Figure 1. Close-up of the layout (run 1).
Window x 8 to 48, y 63 to 103 um. Cells in gray, sequential cells in the stronger gray; small squares are vias.
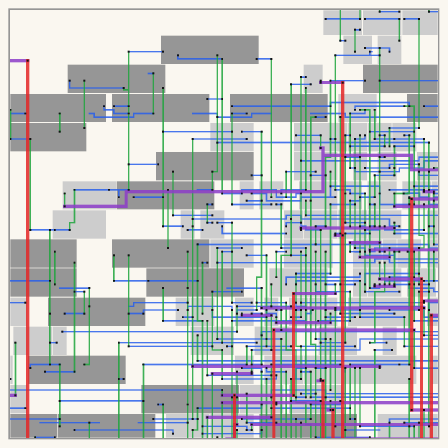
Figure 2. Clock nets (run 1).
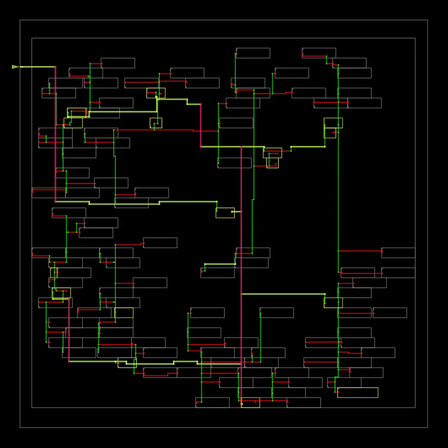
Figure 3. Wiring by layer (run 1).
Two of the layers only.
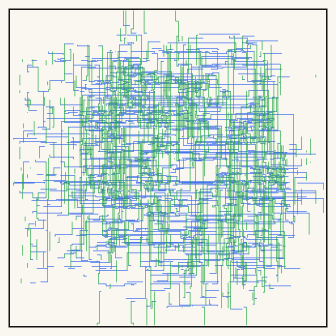
--- config.mk ---
export PLATFORM = sky130hd
export DESIGN_NAME = tinyqv_intc
export DESIGN_NICKNAME = d
export VERILOG_FILES = /design/src/rtl/tinyqv_pkg.sv /design/src/rtl/tinyqv_irq_sync.sv /design/src/rtl/tinyqv_intc.sv
export SDC_FILE = /design/constraint.sdc
export NUM_CORES = 1
export LEC_CHECK = 0
export CORE_MARGIN = 3
export CORE_UTILIZATION = 45
export CTS_CLUSTER_SIZE = 25
export DETAILED_ROUTE_END_ITERATION = 16
export PLACE_DENSITY = 0.75
export SYNTH_ARGS = -nofsm -noshare
export SYNTH_HDL_FRONTEND = slang
export SYNTH_SLANG_ARGS = --single-unit
--- constraint.sdc ---
create_clock -name clk -period 4.5 [get_ports clk]
set_input_delay 0.9 -clock clk [delete_from_list [all_inputs] [get_ports clk]]
set_output_delay 0.9 -clock clk [all_outputs]
set_load 0.03 [all_outputs]
--- src/rtl/tinyqv_pkg.sv ---
// TinyQV interrupt controller shared definitions.
// CSR select/op encodings and nibble update helper.
package tinyqv_pkg;

   localparam logic [1:0] SEL_MIE  = 2'b00;
   localparam logic [1:0] SEL_MIP  = 2'b01;
   localparam logic [1:0] SEL_MODE = 2'b10;
   localparam logic [1:0] SEL_NONE = 2'b11;

   localparam logic [1:0] OP_NONE  = 2'b00;
   localparam logic [1:0] OP_WRITE = 2'b01;
   localparam logic [1:0] OP_SET   = 2'b10;
   localparam logic [1:0] OP_CLEAR = 2'b11;

   function automatic logic [3:0] apply_op(
      input logic [1:0] op,
      input logic [3:0] cur,
      input logic [3:0] wd
   );
      logic [3:0] r;
      unique case (op)
         OP_WRITE: r = wd;
         OP_SET:   r = cur | wd;
         OP_CLEAR: r = cur & ~wd;
         default:  r = cur;
      endcase
      return r;
   endfunction

endpackage

--- src/rtl/tinyqv_irq_sync.sv ---
// TinyQV per-line interrupt synchroniser.
// STAGES-deep sync chain plus one flop for rise detection.
module tinyqv_irq_sync #(
   parameter int STAGES = 2
) (
   input  logic clk,
   input  logic rst,
   input  logic irq,
   output logic synced,
   output logic rise
);

   logic [STAGES-1:0] chain;
   logic              last;

   // Shift the raw line through the chain, then keep last value
   always_ff @(posedge clk or posedge rst) begin
      if (rst) begin
         chain <= '0;
         last  <= 1'b0;
      end else begin
         chain[0] <= irq;
         for (int i = 1; i < STAGES; i++)
            chain[i] <= chain[i-1];
         last <= chain[STAGES-1];
      end
   end

   assign synced = chain[STAGES-1];
   assign rise   = synced & ~last;

endmodule

--- src/rtl/tinyqv_intc.sv ---
// TinyQV interrupt controller.
// Nibble-serial CSR access to mie/mip/mode, fixed priority.
import tinyqv_pkg::*;

module tinyqv_intc #(
   parameter int NUM_IRQ     = 16,
   parameter int SYNC_STAGES = 2
) (
   input  logic               clk,
   input  logic               rst,
   input  logic [2:0]         counter,
   input  logic [NUM_IRQ-1:0] irq_in,
   input  logic [1:0]         csr_sel,
   input  logic [1:0]         csr_op,
   input  logic [3:0]         csr_wdata,
   output logic [3:0]         csr_rdata,
   input  logic               global_mie,
   input  logic               irq_ack,
   output logic               interrupt_pending,
   output logic [4:0]         irq_cause
);

   localparam logic [31:0] VALID =
      32'((64'd1 << NUM_IRQ) - 64'd1);

   logic [NUM_IRQ-1:0] synced;
   logic [NUM_IRQ-1:0] rise;
   logic [31:0] synced32, rise32;
   logic [31:0] mie, mode, pend;
   logic [31:0] mie_n, mode_n, pend_n;
   logic [31:0] eff, active;
   logic [3:0]  nib;
   logic [4:0]  base;

   for (genvar g = 0; g < NUM_IRQ; g++) begin : g_sync
      tinyqv_irq_sync #(.STAGES(SYNC_STAGES)) u_sync (
         .clk    (clk),
         .rst    (rst),
         .irq    (irq_in[g]),
         .synced (synced[g]),
         .rise   (rise[g])
      );
   end

   assign synced32 = 32'(synced);
   assign rise32   = 32'(rise);
   assign base     = {counter, 2'b00};

   // Level lines report live level, edge lines their latch
   assign eff    = (pend & mode) | (synced32 & ~mode);
   assign active = eff & mie;

   // CSR nibble update, edge-mode ack, then edge set wins
   always_comb begin
      mie_n  = mie;
      mode_n = mode;
      pend_n = pend;
      nib    = apply_op(csr_op, pend[base +: 4], csr_wdata);
      unique case (csr_sel)
         SEL_MIE:
            mie_n[base +: 4] =
               apply_op(csr_op, mie[base +: 4], csr_wdata);
         SEL_MODE:
            mode_n[base +: 4] =
               apply_op(csr_op, mode[base +: 4], csr_wdata);
         SEL_MIP:
            pend_n[base +: 4] =
               (nib & mode[base +: 4]) |
               (pend[base +: 4] & ~mode[base +: 4]);
         default: ;
      endcase
      if (irq_ack && mode[irq_cause])
         pend_n[irq_cause] = 1'b0;
      pend_n = pend_n | (rise32 & mode);
      mie_n  = mie_n & VALID;
      mode_n = mode_n & VALID;
      pend_n = pend_n & VALID;
   end

   // Register state
   always_ff @(posedge clk or posedge rst) begin
      if (rst) begin
         mie  <= '0;
         mode <= '0;
         pend <= '0;
      end else begin
         mie  <= mie_n;
         mode <= mode_n;
         pend <= pend_n;
      end
   end

   // Lowest active index wins
   always_comb begin
      irq_cause = '0;
      for (int i = NUM_IRQ - 1; i >= 0; i--)
         if (active[i])
            irq_cause = 5'(i);
   end

   assign interrupt_pending = global_mie & (|active);

   // Read mux for the nibble selected by counter
   always_comb begin
      csr_rdata = '0;
      unique case (csr_sel)
         SEL_MIE:  csr_rdata = mie[base +: 4];
         SEL_MIP:  csr_rdata = eff[base +: 4];
         SEL_MODE: csr_rdata = mode[base +: 4];
         default:  csr_rdata = '0;
      endcase
   end

endmodule

==> flow_summary.rst, run 1 <==
Synthesis and place-and-route
=============================

.. list-table::
   :header-rows: 1

   * - Metric
     - Value
   * - Status
     - complete, no violations
   * - XOR-XNOR Cells, Area Fraction
     - less than 1%
   * - Top logic cells by instance count in the layout
     - dfrtp_1 (96), nand2_1 (51), mux2_2 (46)
   * - Reg power frac
     - just under 40%
   * - Largest net degree at the start of global routing
     - 73
   * - Number of cells on the worst reg-to-reg path
     - 9
   * - CP Depth
     - 7
   * - Data arrival time of the critical path
     - 3.36 ns
   * - Insertion delay to the later sink of the worst-skew pair
     - 0.39 ns
   * - Mean cell area of the mapped netlist
     - 11.4 sq um
   * - Sequential share of the synthesized area
     - 48.4%
   * - Critical setup path kind
     - in -> out
   * - Ports
     - 41
   * - Prevailing post-synth register cell
     - dfrtp_1
   * - Overflow left after global routing
     - 0
   * - Number of cells on the worst hold path
     - 0
   * - Final Hold Violation Tally
     - 0
   * - Kind of start point of the critical path
     - input port
   * - Yosys warns
     - 0
   * - Number of fillers in the final layout
     - just under 900
   * - Hold bufs inserted after CTS
     - 0
   * - Worst VDD drop
     - 0.303 mV
   * - Worst setup path endpoint
     - csr_rdata[2]
   * - Share of the synthesized area in the top cell type
     - 48.4%
   * - Worst path slowest cell
     - clkdlybuf4s50_1
   * - Fraction of area in registers
     - 41.7%
## Picture notes: Figure 1
[met4] red
[met1] blue
[met3] purple
[met2] green
netlist names of flops here include: `g_sync.u_sync.chain` (8), `g_sync.u_sync.last` (3), `mode` (3)
sequential cells in the window: 18
most frequent: dfrtp_1 (18), mux2_2 (7), nand2_1 (6)
cells with their middle in the window: 81

## Picture notes: Figure 2
clock buffer count in the final layout: 11
seq_cells: 96
clk_skew: 0.0122 ns
number of CTS-inserted buffers: 9

## Picture notes: Figure 3
[met2] green | wire length: 5,960 um
[met1] blue | wire length: 5,560 um
GRT Resource Usage Total: 22.8%
Via Count: 3,862
Detailed Route WL: 13,500 um

==> run 1 -> run 2 <==
--- a/config.mk
+++ b/config.mk
@@ -10,6 +10,7 @@
 export CTS_CLUSTER_SIZE = 25
 export DETAILED_ROUTE_END_ITERATION = 16
 export PLACE_DENSITY = 0.75
+export SLEW_MARGIN = 20
 export SYNTH_ARGS = -nofsm -noshare
 export SYNTH_HDL_FRONTEND = slang
 export SYNTH_SLANG_ARGS = --single-unit
Figure 4. Sequential cells colored by netlist name (run 2).
Bar = 20 um.
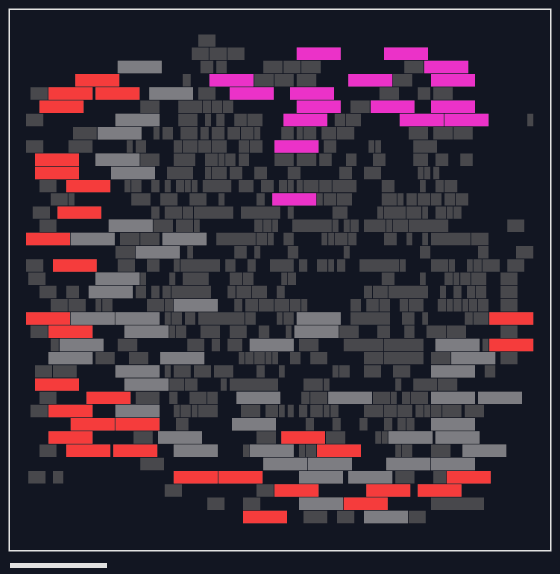
[`mie`] magenta | flops: 16
[`g_sync.u_sync.chain`] red | flops: 32 | where: spread over the die
Reg area: 0.00240 sq mm
power dissipated in sequential cells: 1.16 mW
end-of-flow core utilization: 54.8%
fraction of area in registers: 41.7%

==> flow_summary.rst, run 2 <==
Synthesis and place-and-route
=============================

.. list-table::
   :header-rows: 1

   * - Metric
     - Value
   * - Status
     - complete, no violations
   * - Detailed Route WL
     - 13,500 um (unchanged)
   * - Critical setup path kind
     - in -> out
   * - Insertion delay to the later sink of the worst-skew pair
     - 0.39 ns (about the same)
   * - Ports
     - 41 (unchanged)
   * - Share of the synthesized area in the top cell type
     - 48.4% (unchanged)
   * - Yosys warns
     - 0 (unchanged)
   * - Prevailing post-synth register cell
     - dfrtp_1
   * - Worst setup path endpoint
     - csr_rdata[2]
   * - Number of cells on the worst reg-to-reg path
     - 9 (unchanged)
   * - Via Count
     - 3,862 (unchanged)
   * - Sequential share of the synthesized area
     - 48.4% (unchanged)
   * - Final Hold Violation Tally
     - 0 (unchanged)
   * - XOR-XNOR Cells, Area Fraction
     - 0.706% (unchanged)
   * - Reg power frac
     - 38.8% (about the same)
   * - Number of cells on the worst hold path
     - 0 (unchanged)
   * - Seq_cells
     - 96 (unchanged)
   * - Top logic cells by instance count in the layout
     - dfrtp_1 (96), nand2_1 (51), mux2_2 (46)
   * - Overflow left after global routing
     - 0 (unchanged)
   * - Worst VDD drop
     - 0.303 mV (unchanged)
   * - Hold bufs inserted after CTS
     - 0 (unchanged)
   * - Clk_skew
     - 0.0122 ns (unchanged)
Figure 5. Wiring by layer (run 2).
Two of the layers only.
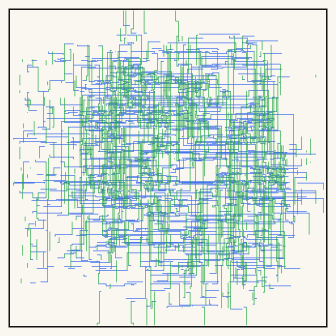
[met2] green | wire length: 5,960 um
[met1] blue | wire length: 5,560 um
routed len/inst: 21.6 um

==> run 2 -> run 3 <==
--- a/config.mk
+++ b/config.mk
@@ -5,8 +5,10 @@
 export SDC_FILE = /design/constraint.sdc
 export NUM_CORES = 1
 export LEC_CHECK = 0
+export ABC_AREA = 1
 export CORE_MARGIN = 3
 export CORE_UTILIZATION = 45
+export CTS_CLUSTER_DIAMETER = 50
 export CTS_CLUSTER_SIZE = 25
 export DETAILED_ROUTE_END_ITERATION = 16
 export PLACE_DENSITY = 0.75
Figure 6. Sequential cells colored by netlist name (run 3).
Bar = 20 um.
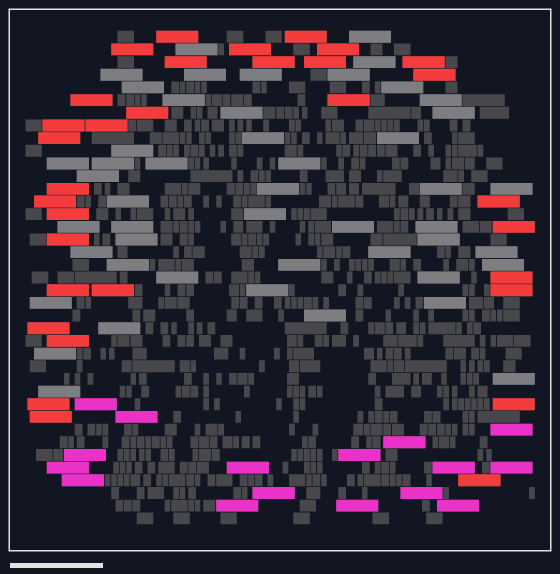
[`g_sync.u_sync.chain`] red | flops: 32 | where: spread over the die
[`mie`] magenta | flops: 16
fraction of area in registers: 38.3%
end-of-flow core utilization: 54.0%

==> flow_summary.rst, run 3 <==
Synthesis and place-and-route
=============================

.. list-table::
   :header-rows: 1

   * - Metric
     - Value
   * - Status
     - complete, no violations
   * - Worst setup path endpoint
     - csr_rdata[3]
   * - Prevailing post-synth register cell
     - dfrtp_1
   * - Detailed Route WL
     - 17,200 um (+27%)
   * - Share of the synthesized area in the top cell type
     - 44.2% (-4.2 points)
   * - Seq_cells
     - 96 (unchanged)
   * - Clock transition at the registers of the reported paths
     - 0.08 ns
   * - Starting Density
     - 46.8%
   * - Routed len/inst
     - 19.4 um (-10%)
   * - Area of combinational cells with multiple inputs
     - 0.00251 sq mm
   * - Sequential share of the synthesized area
     - 44.2% (-4.2 points)
   * - HPWL after detailed placement
     - 13,000 um
   * - Met2 wire length
     - 7880 um
   * - Floorplan net count
     - ~730
   * - Insertion delay to the later sink of the worst-skew pair
     - 0.37 ns (-0.02 ns)
   * - Worst path slowest cell
     - clkdlybuf4s50_1
   * - CP max stage delay
     - roughly 0.70 ns
   * - Reg area
     - 0.00240 sq mm (unchanged)
   * - Hold bufs inserted after CTS
     - 0 (unchanged)
   * - Reg power frac
     - 32.1% (-6.7 points)
   * - XOR-XNOR Cells, Area Fraction
     - 0% (-0.71 points)
   * - Maximum clock rate
     - 233 MHz
   * - Worst VDD drop
     - 0.295 mV (-2.8%)
   * - PwrDens
     - 575 mW/mm^2
   * - Number of cells on the worst reg-to-reg path
     - 16 (+7)
   * - Number of cells on the worst hold path
     - 0 (unchanged)
   * - Top logic cells by instance count in the layout
     - nand2_1 (156), inv_1 (99), dfrtp_1 (96)
   * - Ports
     - 41 (unchanged)
   * - Critical setup path kind
     - in -> out
   * - Final Hold Violation Tally
     - 0 (unchanged)
   * - Max_cap viols
     - 0
   * - Power dissipated in sequential cells
     - 1.16 mW (about the same)
   * - Crit path required time
     - 3.60 ns
   * - Number of fillers in the final layout
     - 1,108
   * - Overflow left after global routing
     - 0 (unchanged)
   * - Post-Route Setup TNS
     - 0 ns
   * - Final cell area excluding filler cells
     - 0.00627 sq mm
   * - Remaining max-slew budget at the tightest pin
     - between 50 and 60%
   * - Yosys warns
     - 0 (unchanged)
   * - Antenna diode instance count
     - 0
   * - Via Count
     - 5,021 (+30%)
   * - Logic gate share of total power
     - ~47%
Figure 7. Clock nets (run 3).
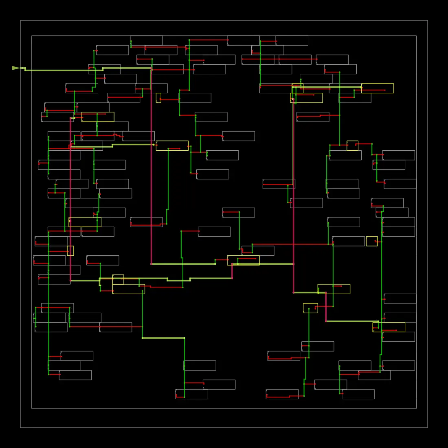
clk_skew: 0.0149 ns
Sinks on Clock Net: 96
clock network power: 0.755 mW
clock buffer count in the final layout: 10

Power figures rest on the tool's default switching activity, not on a simulated workload.
